[src/rtl/debounce_pkg.sv]
// Shared types and default constants for the switch debouncer and its settle-timer sequencing.
package debounce_pkg;

    localparam int unsigned         DEF_CNT_W      = 8;
    localparam logic [DEF_CNT_W-1:0] DEF_SETTLE_CNT = 8'h0A;
    localparam int unsigned         DEF_BOUNCE_W   = 8;

    typedef enum logic {
        STABLE = 1'b0,
        WAIT   = 1'b1
    } db_state_t;

endpackage

[src/rtl/sync_2ff.sv]
// Two-flop synchroniser for an asynchronous pin, with a selectable synchronous reset value.
module sync_2ff #(
    parameter logic RST_VAL = 1'b0
) (
    input  logic i_clk,
    input  logic i_rst,
    input  logic i_d,
    output logic o_q
);

    logic r_meta;
    logic r_sync;

    always_ff @(posedge i_clk) begin
        if (i_rst) begin
            r_meta <= RST_VAL;
            r_sync <= RST_VAL;
        end else begin
            r_meta <= i_d;
            r_sync <= r_meta;
        end
    end

    assign o_q = r_sync;

endmodule

[src/rtl/debounce_ctrl.sv]
// Switch debouncer that drives an external down-counter as its settle timer and
// produces a clean level, edge ticks and a saturating count of rejected bounces.
module debounce_ctrl
    import debounce_pkg::*;
#(
    parameter int unsigned      CNT_W      = DEF_CNT_W,
    parameter logic [CNT_W-1:0] SETTLE_CNT = CNT_W'(DEF_SETTLE_CNT),
    parameter logic             INIT_LEVEL = 1'b0,
    parameter int unsigned      BOUNCE_W   = DEF_BOUNCE_W
) (
    input  logic                sysclk,
    input  logic                reset,
    input  logic                sw_i,
    output logic                cnt_load,
    output logic                cnt_en,
    output logic                cnt_up,
    output logic [CNT_W-1:0]    cnt_d,
    input  logic                cnt_min_tick,
    output logic                db_level_o,
    output logic                rise_tick_o,
    output logic                fall_tick_o,
    output logic [BOUNCE_W-1:0] bounce_cnt_o
);

    localparam logic [BOUNCE_W-1:0] BOUNCE_MAX = {BOUNCE_W{1'b1}};

    db_state_t           r_state;
    db_state_t           w_state_nxt;
    logic                w_sw_s;
    logic                w_commit;
    logic                w_abort;
    logic                r_db_level;
    logic                r_rise_tick;
    logic                r_fall_tick;
    logic [BOUNCE_W-1:0] r_bounce_cnt;

    sync_2ff #(
        .RST_VAL (INIT_LEVEL)
    ) u_sync (
        .i_clk (sysclk),
        .i_rst (reset),
        .i_d   (sw_i),
        .o_q   (w_sw_s)
    );

    // Counter always counts down from the fixed settle preload.
    assign cnt_up = 1'b0;
    assign cnt_d  = SETTLE_CNT;

    always_ff @(posedge sysclk) begin
        if (reset) begin
            r_state <= STABLE;
        end else begin
            r_state <= w_state_nxt;
        end
    end

    // Abort takes priority over commit so a late revert never produces a tick.
    always_comb begin
        w_state_nxt = r_state;
        cnt_load    = 1'b0;
        cnt_en      = 1'b0;
        w_commit    = 1'b0;
        w_abort     = 1'b0;
        unique case (r_state)
            STABLE: begin
                if (w_sw_s != r_db_level) begin
                    cnt_load    = 1'b1;
                    w_state_nxt = WAIT;
                end
            end
            WAIT: begin
                if (w_sw_s == r_db_level) begin
                    w_abort     = 1'b1;
                    w_state_nxt = STABLE;
                end else if (cnt_min_tick) begin
                    w_commit    = 1'b1;
                    w_state_nxt = STABLE;
                end else begin
                    cnt_en      = 1'b1;
                end
            end
            default: begin
                w_state_nxt = STABLE;
            end
        endcase
    end

    always_ff @(posedge sysclk) begin
        if (reset) begin
            r_db_level   <= INIT_LEVEL;
            r_rise_tick  <= 1'b0;
            r_fall_tick  <= 1'b0;
            r_bounce_cnt <= '0;
        end else begin
            r_rise_tick <= w_commit & w_sw_s;
            r_fall_tick <= w_commit & ~w_sw_s;
            if (w_commit) begin
                r_db_level <= w_sw_s;
            end
            if (w_abort && (r_bounce_cnt != BOUNCE_MAX)) begin
                r_bounce_cnt <= r_bounce_cnt + BOUNCE_W'(1);
            end
        end
    end

    assign db_level_o   = r_db_level;
    assign rise_tick_o  = r_rise_tick;
    assign fall_tick_o  = r_fall_tick;
    assign bounce_cnt_o = r_bounce_cnt;

endmodule

[config.mk]
export PLATFORM = sky130hd
export DESIGN_NAME = debounce_ctrl
export DESIGN_NICKNAME = d
export VERILOG_FILES = /design/src/rtl/debounce_pkg.sv /design/src/rtl/sync_2ff.sv /design/src/rtl/debounce_ctrl.sv
export SDC_FILE = /design/constraint.sdc
export NUM_CORES = 1
export LEC_CHECK = 0
export ABC_AREA = 1
export CAP_MARGIN = 10
export CORE_MARGIN = 1
export CORE_UTILIZATION = 30
export DETAILED_ROUTE_END_ITERATION = 16
export PLACE_DENSITY_LB_ADDON = 0.12
export SLEW_MARGIN = 10
export SYNTH_ARGS = -nofsm -noshare
export SYNTH_HDL_FRONTEND = slang
export SYNTH_SLANG_ARGS = --single-unit
[constraint.sdc]
create_clock -name sysclk -period 1.5 [get_ports sysclk]
set_clock_uncertainty 0.2 [all_clocks]
set_input_delay 0.375 -clock sysclk [delete_from_list [all_inputs] [get_ports sysclk]]
set_output_delay 0.375 -clock sysclk [all_outputs]
set_load 0.01 [all_outputs]
final_clocks.png
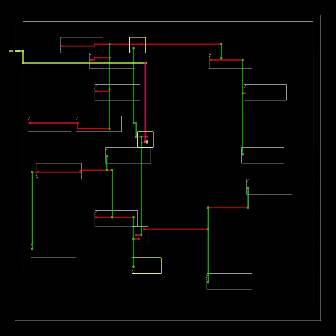
total CTS buffers: 3
Flops: 14
Insertion Delay late pin: 0.29 ns
sinks on the clock net: 14
clock distribution power: 0.286 mW

met1.png
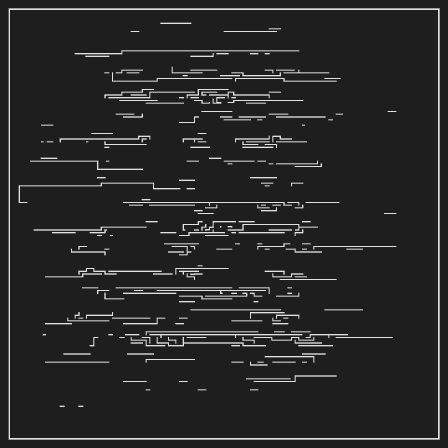
share of all routed wire: 47%
main direction: horizontal
nets with wire on the layer: 138
via count: 778
total routed wirelength: 1.75 mm
met1 layer usage reported by global route: 17.4%

drive_strength.png
Scale bar: 20 um.
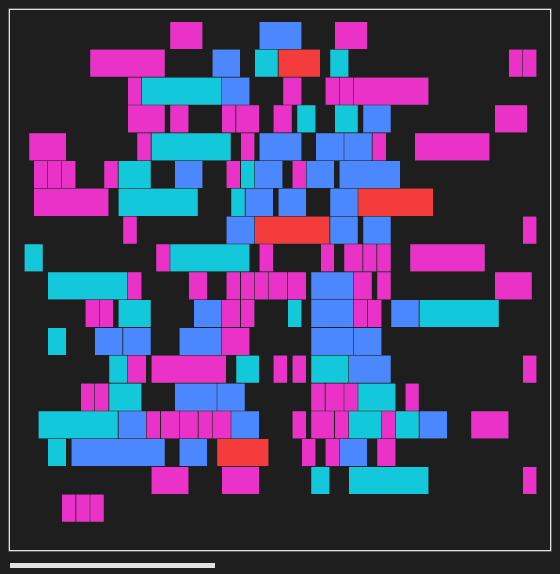
legend:
  drive 6 and up:
    colour: red
    cells: 4
  drive 2:
    colour: cyan
    cells: 28
  drive 3 to 4:
    colour: blue
    cells: 35
  drive 1 or less:
    colour: magenta
    cells: 84
post-route worst setup slack: -0.191 ns
count of plain and timing-repair buffers in the layout: 38
post-route design area: 1210 um2
synth-to-layout area growth: 56.4%

cell families (layout without fill, tap and decap cells):
group                    after synthesis  count (layout)  share of synthesized area, %
buffers and inverters                 25              57                          16.6
other                                  2               9                         0.970
AND/OR/NAND/NOR                       59              60                          37.6
AND-OR/OR-AND                         10              10                          6.95
adder cells (fa/ha/maj)                1               1                          1.62
flip-flops                            14              14                          36.2
layer usage:
metal | global-route usage (%) | vias to the layer above | wire length (um)
met5 | 0 | - | 0
met4 | 7.89 | 0 | 13
met3 | 3.48 | 2 | 67
met2 | 24.9 | 20 | 840
met1 | 17.4 | 347 | 828
li1 | - | 409 | -
cell usage in the layout, fill, tap and decap left out, drive strengths merged, types with 4 or more instances in the layout:
| cell type | count |
|---|---|
| a21oi | 4 |
| o21ai | 6 |
| buf | 25 |
| conb | 9 |
| nand2 | 23 |
| dfxtp | 14 |
| nand3 | 9 |
| clkbuf | 8 |
| nor2 | 22 |
| clkdlybuf4s15 | 4 |
| inv | 14 |
registers in the layout, indices dropped and copies added, names as in the netlist:
name / count
u_sync.r_meta: 1
bounce_cnt_o: 8
fall_tick_o: 1
r_state: 1
u_sync.o_q: 1
rise_tick_o: 1
db_level_o: 1
power by group through the flow:
stage	logic (mW)	registers [mW]	clock network [mW]
2_1_floorplan	0.0550	0.391	0
3_3_place_gp	0.0727	0.389	0
3_5_place_dp	0.0730	0.390	0
4_1_cts	0.0808	0.381	0.302
5_1_grt	0.0967	0.383	0.316
6_report	0.0865	0.382	0.286
critical path: stages, from the launching register on:
cell	delay, ns
sky130_fd_sc_hd__dfxtp_2	0.36
sky130_fd_sc_hd__inv_2	0.05
sky130_fd_sc_hd__nand2_2	0.07
sky130_fd_sc_hd__nand2_4	0.07
sky130_fd_sc_hd__nor3_4	0.12
sky130_fd_sc_hd__buf_2	0.16
worst max path at each step:
stage | to | from | cells past startpoint
finish | cnt_en | db_level_o | 5
global placement | cnt_en | cnt_min_tick | 3
CTS | cnt_en | db_level_o | 5
floorplan | cnt_en | db_level_o | 4
detailed placement | cnt_en | cnt_min_tick | 3
global route | cnt_en | db_level_o | 5
layout make-up:
class	count	share of cell area, %
flip-flops and latches	14	24.0
well taps	30	3.10
multi-input cells	80	41.0
clock buffers	4	3.00
inverters	15	4.75
repair buffers	38	24.2
per-stage QoR:
| step | total power [mW] | area [um2] |
|---|---|---|
| floorplan | 0.446 | 803 |
| global placement | 0.462 | 1060 |
| detailed placement | 0.463 | 1060 |
| CTS | 0.764 | 1160 |
| global route | 0.796 | 1210 |
| finish | 0.754 | 1210 |
timing repair:
item	CTS	global route
hold buffers	0	0
pin swaps	8	9
setup endpoints to repair	17	19
resized	45	23
buffers inserted	5	1
cloned	1	0
==> commit_impl_results.txt <==
Log flow metrics for this revision

- Outcome: finished with violations
- The checks that failed: setup timing.
* Worst min-delay path category: register to register
* Primary flip-flop cell chosen by synthesis mapping: sky130_fd_sc_hd__dfxtp_1
- In this run, the combinational gates consume 11.5% of the power.
- Area of the mapped netlist: 774 um2
- Setup slack after placement: -0.733 ns
* Clock share of power: 37.9%
- The script logs the ratio of routed vias to standard cells as 4.30.
* Fraction of the core area occupied by cells at floorplan: a little under a third
- Per the summary, power density relative to cell area is 623 nW/um2.
* Top area cell types: sky130_fd_sc_hd__dfxtp_1 36%, sky130_fd_sc_hd__nand2_1 9.7%, sky130_fd_sc_hd__nor2_1 9.2%
- In the global route stage, overall resource usage came out at 14.9%.
- The violation tally recorded at the end of detailed-routing iteration 0 is 16.
- Average detailed-routed wire length per instance: between 9 and 10 um
* Cells on worst reg2reg path: 8
- Counting I/O delays and the setup requirement, the final critical path takes 1.69 ns.
* Setup repair after global routing missed its margin: yes
* Required @ worst endpoint: about 0.92 ns
* Maximum number of pins on one net before global-route repair: 9
- Max-slew check failures listed in the final report amount to 0.
- Filler-free cell count of the finished design: 181
* Final Cycle Share: 113%
* Warnings from Yosys: 0
- Summed over all cells, the static leakage comes to between 0.5 and 0.6 nW.
* Worst hold slack after final layout: between 0.2 and 0.25 ns
- Log Warnings: 28
- Post-synth EDFFs: 0
- Data arrival at the endpoint of the critical path: ~1.1 ns
- Nets still carrying antenna violations after routing amount to 0.
* Cell count in the Yosys report: 111
- Number of cell rows: 18
- The vertical die dimension reported for this design is approximately 53 um.
- I/O pin count: 26
- Number of global-route vias before repair: between 700 and 800
- Per the CTS log, the maximum H-tree level is 1.
- Detailed placement ended at an HPWL of about 1.2 mm.
- Endpoint of the worst hold-timing path: u_sync.o_q
- Post-route worst setup slack: -0.191 ns
- For this design the total switching power over the nets is 0.192 mW.
* Worst reg2reg endpoint: bounce_cnt_o[1]
- Setup violations, final: 2
- Instance count of the mapped netlist: 111
No activity file was given, so power comes from the tool's default toggle rates.
